### Routed metal per tile, run 1

Drawn at 2 px/um. 30 x 30 tiles, from dark purple (low) to yellow (high), scaled to the fullest tile. Values are wire area over tile area, all layers added.
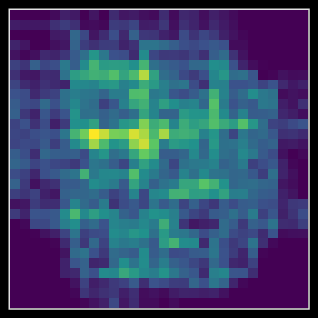
### A small window of the routed layout, run 1

Region (60, 60) to (90, 90) um. Cells in gray, sequential cells in the stronger gray; small squares are vias.
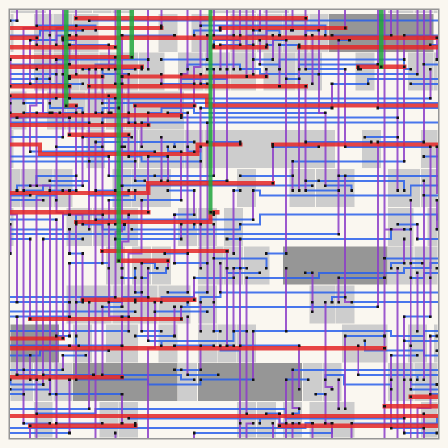
### Signal wires by layer, run 1

Drawn at 2 px/um. Only two layers are drawn.
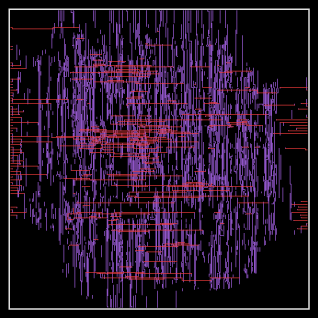
### Placed standard cells, run 1

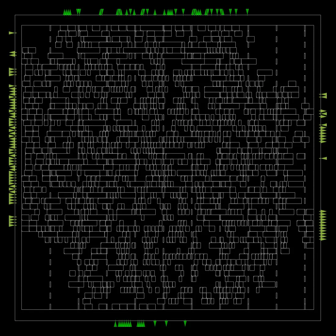
===== src/rtl/pdp8_pkg.sv =====
// Shared PDP-8 widths, decoded-opcode structs and the execute-FSM state enum.
package pdp8_pkg;

  localparam int ADDR_WIDTH = 12;
  localparam int DATA_WIDTH = 12;

  typedef struct packed {
    logic                  op_and;
    logic                  op_tad;
    logic                  op_isz;
    logic                  op_dca;
    logic                  op_jms;
    logic                  op_jmp;
    logic                  op_nop;
    logic [ADDR_WIDTH-1:0] mem_inst_addr;
  } pdp_mem_opcode_s;

  // Group-1 bits, then group-2 bits, then HLT/OSR/NOP.
  typedef struct packed {
    logic cla1;
    logic cll;
    logic cma;
    logic cml;
    logic iac;
    logic rar;
    logic ral;
    logic rtr;
    logic rtl;
    logic cla2;
    logic sma;
    logic sza;
    logic snl;
    logic spa;
    logic sna;
    logic szl;
    logic skp;
    logic osr;
    logic hlt;
    logic nop;
  } pdp_op7_opcode_s;

  typedef enum logic [2:0] {
    S_IDLE, S_RD, S_RD_WAIT, S_EXEC, S_WB, S_DONE, S_HALT
  } exec_state_e;

  function automatic logic mem_any(input pdp_mem_opcode_s m);
    return m.op_and | m.op_tad | m.op_isz | m.op_dca | m.op_jms | m.op_jmp | m.op_nop;
  endfunction

  function automatic logic op7_any(input pdp_op7_opcode_s o);
    return |o;
  endfunction

endpackage


===== src/rtl/instr_exec_op7.sv =====
// Combinational operate-group microcode: group-1 AC/L transforms, group-2 skip test.
module op7_alu
  import pdp8_pkg::*;
(
  input  logic [DATA_WIDTH-1:0] ac,
  input  logic                  l,
  input  pdp_op7_opcode_s       op,
  output logic [DATA_WIDTH-1:0] ac_nxt,
  output logic                  l_nxt,
  output logic                  skip
);
  logic [DATA_WIDTH:0] v;
  logic neg, zero, rev, or_skip, and_skip;
  logic unused_flags;

  assign unused_flags = op.osr ^ op.nop ^ op.hlt;

  // {L,AC} is treated as one 13-bit value so IAC carry and rotates fall out naturally.
  always_comb begin
    v = {l, ac};
    if (op.cla1) v[DATA_WIDTH-1:0] = '0;
    if (op.cll)  v[DATA_WIDTH] = 1'b0;
    if (op.cma)  v[DATA_WIDTH-1:0] = ~v[DATA_WIDTH-1:0];
    if (op.cml)  v[DATA_WIDTH] = ~v[DATA_WIDTH];
    if (op.iac)  v = v + 1'b1;
    if (op.rar)      v = {v[0], v[DATA_WIDTH:1]};
    else if (op.ral) v = {v[DATA_WIDTH-1:0], v[DATA_WIDTH]};
    else if (op.rtr) v = {v[1:0], v[DATA_WIDTH:2]};
    else if (op.rtl) v = {v[DATA_WIDTH-2:0], v[DATA_WIDTH:DATA_WIDTH-1]};
  end

  assign neg      = v[DATA_WIDTH-1];
  assign zero     = (v[DATA_WIDTH-1:0] == '0);
  assign rev      = op.spa | op.sna | op.szl;
  assign or_skip  = (op.sma & neg) | (op.sza & zero) | (op.snl & v[DATA_WIDTH]);
  assign and_skip = (~op.spa | ~neg) & (~op.sna | ~zero) & (~op.szl | ~v[DATA_WIDTH]);
  assign skip     = op.skp | (rev ? and_skip : or_skip);
  assign ac_nxt   = op.cla2 ? '0 : v[DATA_WIDTH-1:0];
  assign l_nxt    = v[DATA_WIDTH];

endmodule


===== src/rtl/instr_exec.sv =====
// PDP-8 execute unit: sequences memory-reference and operate instructions, owns PC/AC/L.
module instr_exec
  import pdp8_pkg::*;
(
  input  logic                  clk,
  input  logic                  reset_n,
  input  logic [ADDR_WIDTH-1:0] base_addr,
  input  pdp_mem_opcode_s       pdp_mem_opcode,
  input  pdp_op7_opcode_s       pdp_op7_opcode,
  output logic                  stall,
  output logic [ADDR_WIDTH-1:0] PC_value,
  output logic                  exec_rd_req,
  output logic [ADDR_WIDTH-1:0] exec_rd_addr,
  input  logic [DATA_WIDTH-1:0] exec_rd_data,
  output logic                  exec_wr_req,
  output logic [ADDR_WIDTH-1:0] exec_wr_addr,
  output logic [DATA_WIDTH-1:0] exec_wr_data,
  output logic [DATA_WIDTH-1:0] ac_out,
  output logic                  link_out,
  output logic                  halted
);
  exec_state_e           state, state_nxt;
  pdp_mem_opcode_s       cur_mem;
  pdp_op7_opcode_s       cur_op7;
  logic [ADDR_WIDTH-1:0] pc, ea;
  logic [DATA_WIDTH-1:0] ac, mdata, alu_ac;
  logic                  l, alu_l, alu_skip, accept, new_mem;

  assign ea      = cur_mem.mem_inst_addr;
  assign new_mem = mem_any(pdp_mem_opcode);
  assign accept  = (state == S_IDLE) && (new_mem || op7_any(pdp_op7_opcode));

  op7_alu u_op7_alu (
    .ac(ac), .l(l), .op(cur_op7), .ac_nxt(alu_ac), .l_nxt(alu_l), .skip(alu_skip)
  );

  always_ff @(posedge clk) begin
    if (!reset_n) state <= S_IDLE;
    else          state <= state_nxt;
  end

  // Request pulses are gated by reset_n so an abandoned instruction never touches memory.
  always_comb begin
    state_nxt    = state;
    exec_rd_req  = 1'b0;
    exec_wr_req  = 1'b0;
    exec_wr_data = ac;
    case (state)
      S_IDLE: if (accept) begin
        if (new_mem) begin
          if (pdp_mem_opcode.op_and | pdp_mem_opcode.op_tad | pdp_mem_opcode.op_isz)
            state_nxt = S_RD;
          else if (pdp_mem_opcode.op_dca | pdp_mem_opcode.op_jms)
            state_nxt = S_WB;
          else
            state_nxt = S_EXEC;
        end else begin
          state_nxt = S_EXEC;
        end
      end
      S_RD: begin
        exec_rd_req = reset_n;
        state_nxt   = S_RD_WAIT;
      end
      S_RD_WAIT: state_nxt = S_EXEC;
      S_EXEC: begin
        if (cur_mem.op_isz)   state_nxt = S_WB;
        else if (cur_op7.hlt) state_nxt = S_HALT;
        else                  state_nxt = S_DONE;
      end
      S_WB: begin
        exec_wr_req = reset_n;
        if (cur_mem.op_isz)      exec_wr_data = mdata;
        else if (cur_mem.op_jms) exec_wr_data = pc + 1'b1;
        state_nxt = S_DONE;
      end
      S_DONE:  state_nxt = S_IDLE;
      S_HALT:  state_nxt = S_HALT;
      default: state_nxt = S_IDLE;
    endcase
  end

  // PC is settled on entry to DONE so it is stable for the whole DONE cycle.
  always_ff @(posedge clk) begin
    if (!reset_n) begin
      pc      <= base_addr;
      ac      <= '0;
      l       <= 1'b0;
      mdata   <= '0;
      cur_mem <= '0;
      cur_op7 <= '0;
    end else begin
      case (state)
        S_IDLE: if (accept) begin
          cur_mem <= pdp_mem_opcode;
          cur_op7 <= new_mem ? '0 : pdp_op7_opcode;
        end
        S_RD_WAIT: mdata <= exec_rd_data;
        S_EXEC: begin
          if (cur_mem.op_and) begin
            ac <= ac & mdata;
            pc <= pc + 1'b1;
          end else if (cur_mem.op_tad) begin
            {l, ac} <= {l, ac} + {1'b0, mdata};
            pc      <= pc + 1'b1;
          end else if (cur_mem.op_isz) begin
            mdata <= mdata + 1'b1;
          end else if (cur_mem.op_jmp) begin
            pc <= ea;
          end else if (cur_mem.op_nop) begin
            pc <= pc + 1'b1;
          end else begin
            ac <= alu_ac;
            l  <= alu_l;
            if (!cur_op7.hlt) pc <= pc + (alu_skip ? ADDR_WIDTH'(2) : ADDR_WIDTH'(1));
          end
        end
        S_WB: begin
          if (cur_mem.op_isz) begin
            pc <= pc + ((mdata == '0) ? ADDR_WIDTH'(2) : ADDR_WIDTH'(1));
          end else if (cur_mem.op_dca) begin
            ac <= '0;
            pc <= pc + 1'b1;
          end else begin
            pc <= ea + 1'b1;
          end
        end
        default: ;
      endcase
    end
  end

  assign stall        = (state != S_IDLE);
  assign halted       = (state == S_HALT);
  assign PC_value     = pc;
  assign ac_out       = ac;
  assign link_out     = l;
  assign exec_rd_addr = ea;
  assign exec_wr_addr = ea;

endmodule


===== config.mk =====
export PLATFORM = sky130hd
export DESIGN_NAME = instr_exec
export DESIGN_NICKNAME = d
export VERILOG_FILES = /design/src/rtl/pdp8_pkg.sv /design/src/rtl/instr_exec_op7.sv /design/src/rtl/instr_exec.sv
export SDC_FILE = /design/constraint.sdc
export NUM_CORES = 1
export LEC_CHECK = 0
export ABC_AREA = 1
export CAP_MARGIN = 40
export CORE_MARGIN = 3
export CORE_UTILIZATION = 36
export CTS_CLUSTER_DIAMETER = 60
export DETAILED_ROUTE_END_ITERATION = 6
export GPL_TIMING_DRIVEN = 0
export PLACE_DENSITY = 0.66
export SLEW_MARGIN = 10
export SYNTH_ARGS = -nofsm -noshare
export SYNTH_HDL_FRONTEND = slang
export SYNTH_SLANG_ARGS = --single-unit

===== constraint.sdc =====
create_clock -name clk -period 10.22 [get_ports clk]
set_input_delay 1.022 -clock clk [delete_from_list [all_inputs] [get_ports clk]]
set_output_delay 1.022 -clock clk [all_outputs]
set_load 0.01 [all_outputs]

==> flow report, run 1 <==
STATUS
-----------------------------------------------------------------------------
Outcome ........................................................ finished, final reports clean

STA
-----------------------------------------------------------------------------
Final min period ...............................................      5300 ps
Final worst-path cycle share ...................................        51.8%
Final Max-Slew Violation Tally .................................            0
Highest attainable clock frequency .............................      189 MHz
Final count of negative-setup-slack endpoints ..................            0
Worst-case setup margin in the final layout ....................      4920 ps
Setup repair after global routing missed its margin ............           no
Setup skew after layout ........................................      8.49 ps
Worst Tran Pin Value ...........................................       880 ps
Final hold violation count .....................................            0
Hold slack .....................................................       465 ps
Setup TNS ......................................................         0 ps

DRT
-----------------------------------------------------------------------------
Total routed wirelength ........................................    29,000 um
Top layer reached by signal wires ..............................         met4
Vias ...........................................................        8,692
WL met2 ........................................................    12,500 um
Number of iterations in the first detailed-routing pass ........            6
Routed length on met3 ..........................................      2680 um
Routed len/inst ................................................      18.2 um
Residual DRC count .............................................            0

FLOORPLAN
-----------------------------------------------------------------------------
Top Ports ......................................................          130
Area of the die ................................................ 22,300 sq um
Initial cell density of the core ...............................        37.3%
Well Taps ......................................................          265
Die extent in y ................................................       149 um

CELLS AND AREA
-----------------------------------------------------------------------------
Area of the multi-input gates ..................................   4820 sq um
Top logic cells by instance count in the layout ................ nand2_1, clkdlybuf4s50_1, inv_1
Final standard cell area without fillers .......................   9330 sq um
Clock buffers and inverters, area share ........................        3.42%
Storage cell area ..............................................   1660 sq um
Tally of clock buffers in the finished layout ..................           11
Final std cells w/o fill .......................................        1,594
Dominant logic cell type in the layout .........................      nand2_1
Fraction of standard cell area in multi-input logic ............        51.7%
Number of nets at the end of the flow ..........................        1,413
Flip-flops .....................................................           77
Max FFs per register ...........................................           18
Buffer count excluding the clock tree in the final layout ......          209
Inverter tally of the final layout excluding the clock network .          126
Portion of the layout cell area used by non-clock buffers ......        18.5%

GLOBAL ROUTE
-----------------------------------------------------------------------------
Maximum number of pins on one net before global-route repair ...           16
Met3 track utilization from global routing .....................        4.83%
GRT Max-Usage Layer ............................................         met2
Initial antenna violation count ................................            0
Wire length of the first global-routing pass ...................    44,800 um
Overall Global Routing Usage ...................................        25.6%
Number of global-route vias before repair ......................        8,140

CLOCK TREE
-----------------------------------------------------------------------------
Maximum level of the CTS H-tree ................................            3
Root cell of the clock tree ....................................    clkbuf_16
Later-pin clock latency in the skew report .....................       350 ps
Post-CTS Hold Buffers ..........................................            0
Maximum root-to-sink buffer count ..............................            2
Clock-pin transition on the worst setup and hold timing paths ..        70 ps
Buffers inserted during post-CTS setup optimization ............            0
Clk sinks ......................................................           77
CTS tree .......................................................        built

CRITICAL PATH
-----------------------------------------------------------------------------
Kind of cell adding the most delay to the critical path ........ simple AND/OR/NAND/NOR gates
Arrival time at the worst endpoint .............................      5360 ps
Worst reg2reg startpoint .......................................  cur_op7[19]
Crit path required time ........................................    10,280 ps
R2r worst-path depth ...........................................           37
Register-to-register setup slack ...............................      4920 ps
Reg2Reg Capture Point .......................................... PC_value[10]
Critical Path Sink ............................................. PC_value[10]
Startpoint type of the worst setup path ........................     register
Crit-path most repeated cell ...................................      nand2_1
Critical path depth in cells ...................................           37

POWER AND IR DROP
-----------------------------------------------------------------------------
Power density over the cells ...................................  328 nW/um^2
Portion of total power attributed to sequential cells ..........        19.5%
Combinational logic power ......................................      2110 uW
Clk. pwr .......................................................       353 uW
Highest-power group ............................................ combinational cells
Cell Int Power .................................................      1390 uW
Sequential cell power ..........................................       598 uW
Clock network fraction of total power ..........................        11.5%

SYNTH
-----------------------------------------------------------------------------
Number of cells produced by synthesis ..........................        1,183
Synthesized cell area ..........................................   7380 sq um
Synth async-reset ratio ........................................           0%
Simple-Gate Fraction of Synth Area .............................        32.4%
Share of cell area taken by muxes after synthesis ..............           0%
Post-Syn Nets ..................................................        1,272
Count of instantiated cells in the yosys netlist ...............        1,183
Compound Share, Synth ..........................................        24.1%
Area share of the leading cell type in the synthesized netlist .        17.6%
Seq/Total Area, Yosys ..........................................        22.5%
Yosys warning count ............................................            0
Most common cell in the synthesized netlist ....................      nand2_1
Synth area leader ..............................................      dfxtp_1
Most frequent cells after synthesis ............................ nand2_1, inv_1, o21ai_0
Largest non-sequential cell family by area ..................... simple AND/OR/NAND/NOR gates
FA/HA/MAJ Cells, Area Fraction .................................        4.37%

PLACEMENT
-----------------------------------------------------------------------------
Placed Cells incl. Taps ........................................        1,578
Count of input and output buffers ..............................          129
HPWL after DPL .................................................    23,300 um
Place WS .......................................................      5010 ps

MIN PATH
-----------------------------------------------------------------------------
Hold EP ........................................................  cur_op7[18]
Hold depth .....................................................            2
Origin of the worst min-delay path .............................  cur_op7[18]

RUN
-----------------------------------------------------------------------------
Total of max-cap violations ....................................            0

-- 'Routed metal per tile' (at the start) --
11% of the tiles are over half the peak. The mean over all tiles is 0.22. The fullest tile reaches 0.85. The densest ninth of the die: center. 17% of the tiles are nearly empty.

-- 'A small window of the routed layout' (at the start) --
Purple shows metal 2. Red shows metal 3. Blue shows metal 1. Green shows metal 4.
Sequential cells in the window: 4. Netlist names of flops here include `state` (2). 94 logic cells have their middle in the window. Most frequent: nand2_1 (13).

-- 'Signal wires by layer' (at the start) --
Red shows metal 3, wire length 2,680 um. Purple shows metal 2, wire length 12,500 um.

-- 'Placed standard cells' (at the start) --
core footprint: 19,800 sq um
fraction of area in registers: 17.8%
end-of-flow core utilization: 47.2%
total of fill cells in the finished design: 2,113

### Selected gate families, run 1

Drawn at 2 px/um.
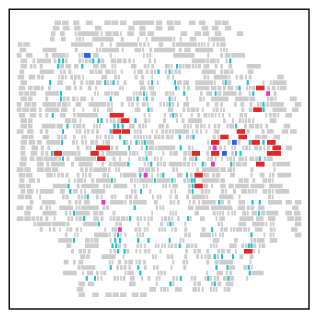

--- run 2 (diff from run 1) ---
--- a/config.mk
+++ b/config.mk
@@ -12,7 +12,7 @@
 export CTS_CLUSTER_DIAMETER = 60
 export DETAILED_ROUTE_END_ITERATION = 6
 export GPL_TIMING_DRIVEN = 0
-export PLACE_DENSITY = 0.66
+export PLACE_DENSITY = 0.68
 export SLEW_MARGIN = 10
 export SYNTH_ARGS = -nofsm -noshare
 export SYNTH_HDL_FRONTEND = slang
==> constraint.sdc (replaced) <==
create_clock -name clk -period 4.4 [get_ports clk]
set_input_delay 0.44 -clock clk [delete_from_list [all_inputs] [get_ports clk]]
set_output_delay 0.44 -clock clk [all_outputs]
set_load 0.01 [all_outputs]
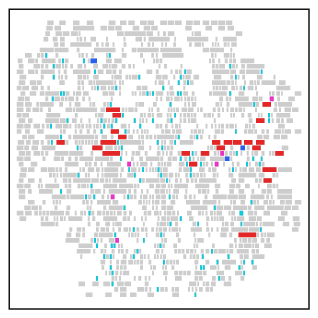
*Selected gate families, run 2*
Drawn at 2 px/um.
Red shows fa/ha/maj cells, cells 24. Cyan shows inv cells, cells 126. Magenta shows and/or cells, cells 6. Blue shows non-inverting ao/oa cells, cells 3.
fraction of standard cell area in multi-input logic: 51.4%
final std cells w/o fill: 1,632
dominant logic cell type in the layout: nand2_1

==> flow report, run 2 <==
POWER AND IR DROP
-----------------------------------------------------------------------------
Power density over the cells ...................................  797 nW/um^2
Cell Int Power .................................................      3660 uW
Combinational logic power ......................................      5690 uW
Highest-power group ............................................ combinational cells
Portion of total power attributed to sequential cells ..........        17.9%
Clock network fraction of total power ..........................         9.6%
Sequential cell power ..........................................      1410 uW
Clk. pwr .......................................................       754 uW
Part of the total power dissipated in combinational logic ......        72.5%
Reported leakage power .........................................   0.00393 uW

SYNTH
-----------------------------------------------------------------------------
Synth area leader ..............................................      dfxtp_1
Area share of the leading cell type in the synthesized netlist .        17.6%
Largest non-sequential cell family by area ..................... simple AND/OR/NAND/NOR gates
Synthesized cell area ..........................................   7380 sq um
Simple-Gate Fraction of Synth Area .............................        32.4%
Post-Syn Nets ..................................................        1,272
Number of cells produced by synthesis ..........................        1,183
Share of cell area taken by muxes after synthesis ..............           0%
Count of instantiated cells in the yosys netlist ...............        1,183
FA/HA/MAJ Cells, Area Fraction .................................        4.37%
Yosys warning count ............................................            0
Most common cell in the synthesized netlist ....................      nand2_1
Compound Share, Synth ..........................................        24.1%
Synth async-reset ratio ........................................           0%
Most frequent cells after synthesis ............................ nand2_1, inv_1, o21ai_0

CELLS AND AREA
-----------------------------------------------------------------------------
Largest register by flop count .................................      cur_op7
Number of nets at the end of the flow ..........................        1,451
Flip-flops .....................................................           77
Fraction of area in registers ..................................        17.0%
Clock buffers and inverters, area share ........................        2.92%
Max FFs per register ...........................................           18
Storage cell area ..............................................   1680 sq um
Top logic cells by instance count in the layout ................ nand2_1, clkdlybuf4s50_1, inv_1
Total of fill cells in the finished design .....................        2,079
Inverter tally of the final layout excluding the clock network .          126
End-of-flow core utilization ...................................        49.8%
Portion of the layout cell area used by non-clock buffers ......        20.5%
Area of the multi-input gates ..................................   5060 sq um
Layout overhead on the synthesized area ........................        33.6%
Final standard cell area without fillers .......................   9860 sq um
Count of inserted antenna diode cells ..........................            0
Tally of clock buffers in the finished layout ..................            9
Buffer count excluding the clock tree in the final layout ......          247
Fraction of layout instances using a drive strength above 1 ....        16.0%

DRT
-----------------------------------------------------------------------------
Antenna Nets Post-Route ........................................            0
Total routed wirelength ........................................    29,600 um
Number of iterations in the first detailed-routing pass ........            6
Routed length on met3 ..........................................      2710 um
Routed len/inst ................................................      18.1 um
Residual DRC count .............................................            0
Top layer reached by signal wires ..............................         met4
DRC violation total after the first TritonRoute iteration ......        1,038
Vias ...........................................................        8,896
WL met2 ........................................................    12,600 um

PLACEMENT
-----------------------------------------------------------------------------
Place WS .......................................................      -713 ps
Count of input and output buffers ..............................          129
HPWL after DPL .................................................    23,000 um
Placed Cells incl. Taps ........................................        1,578

CLOCK TREE
-----------------------------------------------------------------------------
Maximum root-to-sink buffer count ..............................            2
Buffers inserted during post-CTS setup optimization ............           30
Clock-pin transition on the worst setup and hold timing paths ..        70 ps
Number of buffers created by CTS ...............................            9
Root cell of the clock tree ....................................    clkbuf_16
CTS tree .......................................................        built
Post-CTS Hold Buffers ..........................................            0
Maximum level of the CTS H-tree ................................            3
Later-pin clock latency in the skew report .....................       360 ps
Clk sinks ......................................................           77

GLOBAL ROUTE
-----------------------------------------------------------------------------
Wire length of the first global-routing pass ...................    45,500 um
Met3 track utilization from global routing .....................        5.26%
Maximum number of pins on one net before global-route repair ...           17
Number of global-route vias before repair ......................        8,267
GRT Max-Usage Layer ............................................         met2
Overall Global Routing Usage ...................................        26.1%
Initial antenna violation count ................................            0

FLOORPLAN
-----------------------------------------------------------------------------
Area of the die ................................................ 22,300 sq um
Die extent in y ................................................       149 um
Initial cell density of the core ...............................        37.3%
Core footprint ................................................. 19,800 sq um
Top Ports ......................................................          130

STATUS
-----------------------------------------------------------------------------
Violations in the final reports ................................ setup timing
Outcome ........................................................ complete, but fails checks

CRITICAL PATH
-----------------------------------------------------------------------------
Register-to-register setup slack ...............................       -80 ps
Arrival time at the worst endpoint .............................      4760 ps
Crit path required time ........................................      4680 ps
R2r worst-path depth ...........................................           39
Kind of cell adding the most delay to the critical path ........ buffers and inverters
Startpoint type of the worst setup path ........................     register
Worst reg2reg startpoint .......................................  cur_op7[19]
Crit-path most repeated cell ...................................        buf_4
Critical path depth in cells ...................................           39
Reg2Reg Capture Point ..........................................    ac_out[6]
Critical Path Sink .............................................    ac_out[6]
Setup Crit Path Kind ...........................................      reg2reg

STA
-----------------------------------------------------------------------------
Setup TNS ......................................................     -99.0 ps
Highest attainable clock frequency .............................      223 MHz
Final worst-path cycle share ...................................         102%
Worst Tran Pin Value ...........................................       822 ps
Setup repair after global routing missed its margin ............          yes
Hold slack .....................................................       464 ps
Final Max-Slew Violation Tally .................................            0
Final hold violation count .....................................            0
Worst-case setup margin in the final layout ....................     -75.1 ps
Final count of negative-setup-slack endpoints ..................            2

RUN
-----------------------------------------------------------------------------
Total of max-cap violations ....................................            0

MIN PATH
-----------------------------------------------------------------------------
Hold EP ........................................................  cur_op7[18]
Origin of the worst min-delay path .............................  cur_op7[18]
Hold depth .....................................................            2

### Placed standard cells, run 2

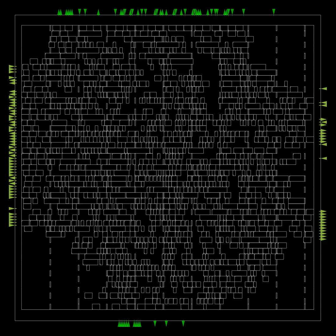

--- run 3 (diff from run 2) ---
--- a/config.mk
+++ b/config.mk
@@ -7,6 +7,7 @@
 export LEC_CHECK = 0
 export ABC_AREA = 1
 export CAP_MARGIN = 40
+export CORE_ASPECT_RATIO = 0.7
 export CORE_MARGIN = 3
 export CORE_UTILIZATION = 36
 export CTS_CLUSTER_DIAMETER = 60
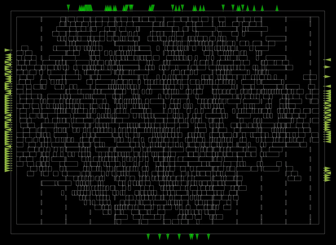
*Placed standard cells, run 3*
core footprint: 20,000 sq um
flip-flops: 77
Well Taps: 270
final std cells w/o fill: 1,641
Rows: 43

==> flow report, run 3 <==
CRITICAL PATH
-----------------------------------------------------------------------------
Worst path max stage delay .....................................       390 ps
Crit path required time ........................................      4500 ps
Kind of cell adding the most delay to the critical path ........ simple AND/OR/NAND/NOR gates
Setup Crit Path Kind ...........................................      reg2reg
Startpoint type of the worst setup path ........................     register
Critical path depth in cells ...................................           35
Cell with the largest stage delay on the worst path ............         fa_2
Arrival time at the worst endpoint .............................      4660 ps
Critical Path Sink .............................................  PC_value[4]
Largest fanout on the critical path ............................           10
Worst reg2reg startpoint .......................................  cur_op7[17]
Register-to-register setup slack ...............................      -160 ps
Reg2Reg Capture Point ..........................................  PC_value[4]
Worst setup startpoint .........................................  cur_op7[17]
R2r worst-path depth ...........................................           35

CELLS AND AREA
-----------------------------------------------------------------------------
Fraction of standard cell area in multi-input logic ............        51.8%
Inverter tally of the final layout excluding the clock network .          126
Buffer count excluding the clock tree in the final layout ......          250
Largest register by flop count .................................      cur_op7
Max FFs per register ...........................................           18
Count of inserted antenna diode cells ..........................            1
Portion of the layout cell area used by non-clock buffers ......        20.4%
Storage cell area ..............................................   1670 sq um
Final standard cell area without fillers ....................... 10,000 sq um
Dominant logic cell type in the layout .........................      nand2_1
Fraction of layout instances using a drive strength above 1 ....        16.6%
Layout overhead on the synthesized area ........................        35.7%
End-of-flow core utilization ...................................        50.2%
Number of nets at the end of the flow ..........................        1,454
Area of the multi-input gates ..................................   5190 sq um
Tally of clock buffers in the finished layout ..................            9
Clock buffers and inverters, area share ........................        2.90%
Top logic cells by instance count in the layout ................ nand2_1, clkdlybuf4s50_1, inv_1
Fraction of area in registers ..................................        16.7%
Total of fill cells in the finished design .....................        2,019

STA
-----------------------------------------------------------------------------
Worst Tran Pin Value ...........................................       871 ps
Final hold violation count .....................................            0
Setup skew after layout ........................................      10.6 ps
Final count of negative-setup-slack endpoints ..................            8
Final worst-path cycle share ...................................         104%
Worst-case setup margin in the final layout ....................      -162 ps
Hold slack .....................................................       473 ps
Max transition margin ..........................................        41.9%
Highest attainable clock frequency .............................      219 MHz
Setup repair after global routing missed its margin ............          yes
Final min period ...............................................      4560 ps
Setup TNS ......................................................      -683 ps
Final Max-Slew Violation Tally .................................            0

FLOORPLAN
-----------------------------------------------------------------------------
Initial cell density of the core ...............................        37.0%
Die extent in y ................................................       126 um
Top Ports ......................................................          130
Area of the die ................................................ 22,300 sq um

CLOCK TREE
-----------------------------------------------------------------------------
Clock-pin transition on the worst setup and hold timing paths ..        70 ps
Number of buffers created by CTS ...............................            9
Maximum level of the CTS H-tree ................................            3
Number of instances resized during post-cts repair .............           52
Maximum root-to-sink buffer count ..............................            2
CTS tree .......................................................        built
Root cell of the clock tree ....................................    clkbuf_16
Post-CTS Hold Buffers ..........................................            0
Clk sinks ......................................................           77
Buffers inserted during post-CTS setup optimization ............           34
Later-pin clock latency in the skew report .....................       360 ps

GLOBAL ROUTE
-----------------------------------------------------------------------------
Initial antenna violation count ................................            0
Maximum number of pins on one net before global-route repair ...           17
Number of global-route vias before repair ......................        8,111
GRT Max-Usage Layer ............................................         met1
Met1 Resource Use GR ...........................................        41.6%
Global-route congestion overflow total .........................            0
Met3 track utilization from global routing .....................        11.2%
Wire length of the first global-routing pass ...................    46,300 um
Overall Global Routing Usage ...................................        26.6%
Met2 capacity usage during global routing ......................        33.4%

RUN
-----------------------------------------------------------------------------
Total of max-cap violations ....................................            0
Warning total across the stage logs ............................           29

SYNTH
-----------------------------------------------------------------------------
Synthesized cell area ..........................................   7380 sq um
Yosys warning count ............................................            0
Dominant Register Cell .........................................      dfxtp_1
Count of instantiated cells in the yosys netlist ...............        1,183
Share of cell area taken by muxes after synthesis ..............           0%
FA/HA/MAJ Cells, Area Fraction .................................        4.37%
EDFF count, synth ..............................................           12
Mean Syn Cell Area .............................................   6.24 sq um
Simple-Gate Fraction of Synth Area .............................        32.4%
Seq/Total Area, Yosys ..........................................        22.5%
Largest non-sequential cell family by area ..................... simple AND/OR/NAND/NOR gates
Xor and xnor area share after synthesis ........................        4.49%
Compound Share, Synth ..........................................        24.1%
Area share of the leading cell type in the synthesized netlist .        17.6%
Distinct cell type count of the synthesized netlist ............           50
Most common cell in the synthesized netlist ....................      nand2_1
Most frequent cells after synthesis ............................ nand2_1, inv_1, o21ai_0
Synth async-reset ratio ........................................           0%
Synth area leader ..............................................      dfxtp_1
Post-Syn Nets ..................................................        1,272
Number of cells produced by synthesis ..........................        1,183
Top area cell types ............................................ dfxtp_1, nand2_1, o21ai_0

POWER AND IR DROP
-----------------------------------------------------------------------------
Worst supply voltage drop on vdd ...............................     0.325 mV
Portion of total power attributed to sequential cells ..........        17.6%
Power density over the cells ...................................  809 nW/um^2
Clk. pwr .......................................................       761 uW
Clock network fraction of total power ..........................         9.4%
Sequential cell power ..........................................      1430 uW
Part of the total power dissipated in combinational logic ......        73.0%
Reported leakage power .........................................   0.00398 uW
Highest-power group ............................................ combinational cells
Combinational logic power ......................................      5920 uW
Cell Int Power .................................................      3650 uW

DRT
-----------------------------------------------------------------------------
Total routed wirelength ........................................    31,100 um
Detailed-route vias per instance ...............................         5.61
Top layer reached by signal wires ..............................         met4
DRC violation total after the first TritonRoute iteration ......        1,188
Routed length on met3 ..........................................      4970 um
Residual DRC count .............................................            0
Routed len/inst ................................................      19.0 um
Number of iterations in the first detailed-routing pass ........            5
Antenna Nets Post-Route ........................................            0
Vias ...........................................................        9,204
WL met2 ........................................................    11,500 um
Wire length on met1 ............................................    14,300 um

STATUS
-----------------------------------------------------------------------------
Outcome ........................................................ complete, but fails checks
Violations in the final reports ................................ setup timing

MIN PATH
-----------------------------------------------------------------------------
Hold depth .....................................................            2
Origin of the worst min-delay path .............................  cur_op7[18]
Type of the worst min-delay path ...............................      reg2reg
Hold EP ........................................................  cur_op7[18]

PLACEMENT
-----------------------------------------------------------------------------
Count of input and output buffers ..............................          129
HPWL after DPL .................................................    23,800 um
Global placer's final weighted congestion ......................         1.06
Placed Cells incl. Taps ........................................        1,584
Instance area after placement ..................................   9020 sq um
Place WS .......................................................      -611 ps

No activity file was given, so power comes from the tool's default toggle rates.
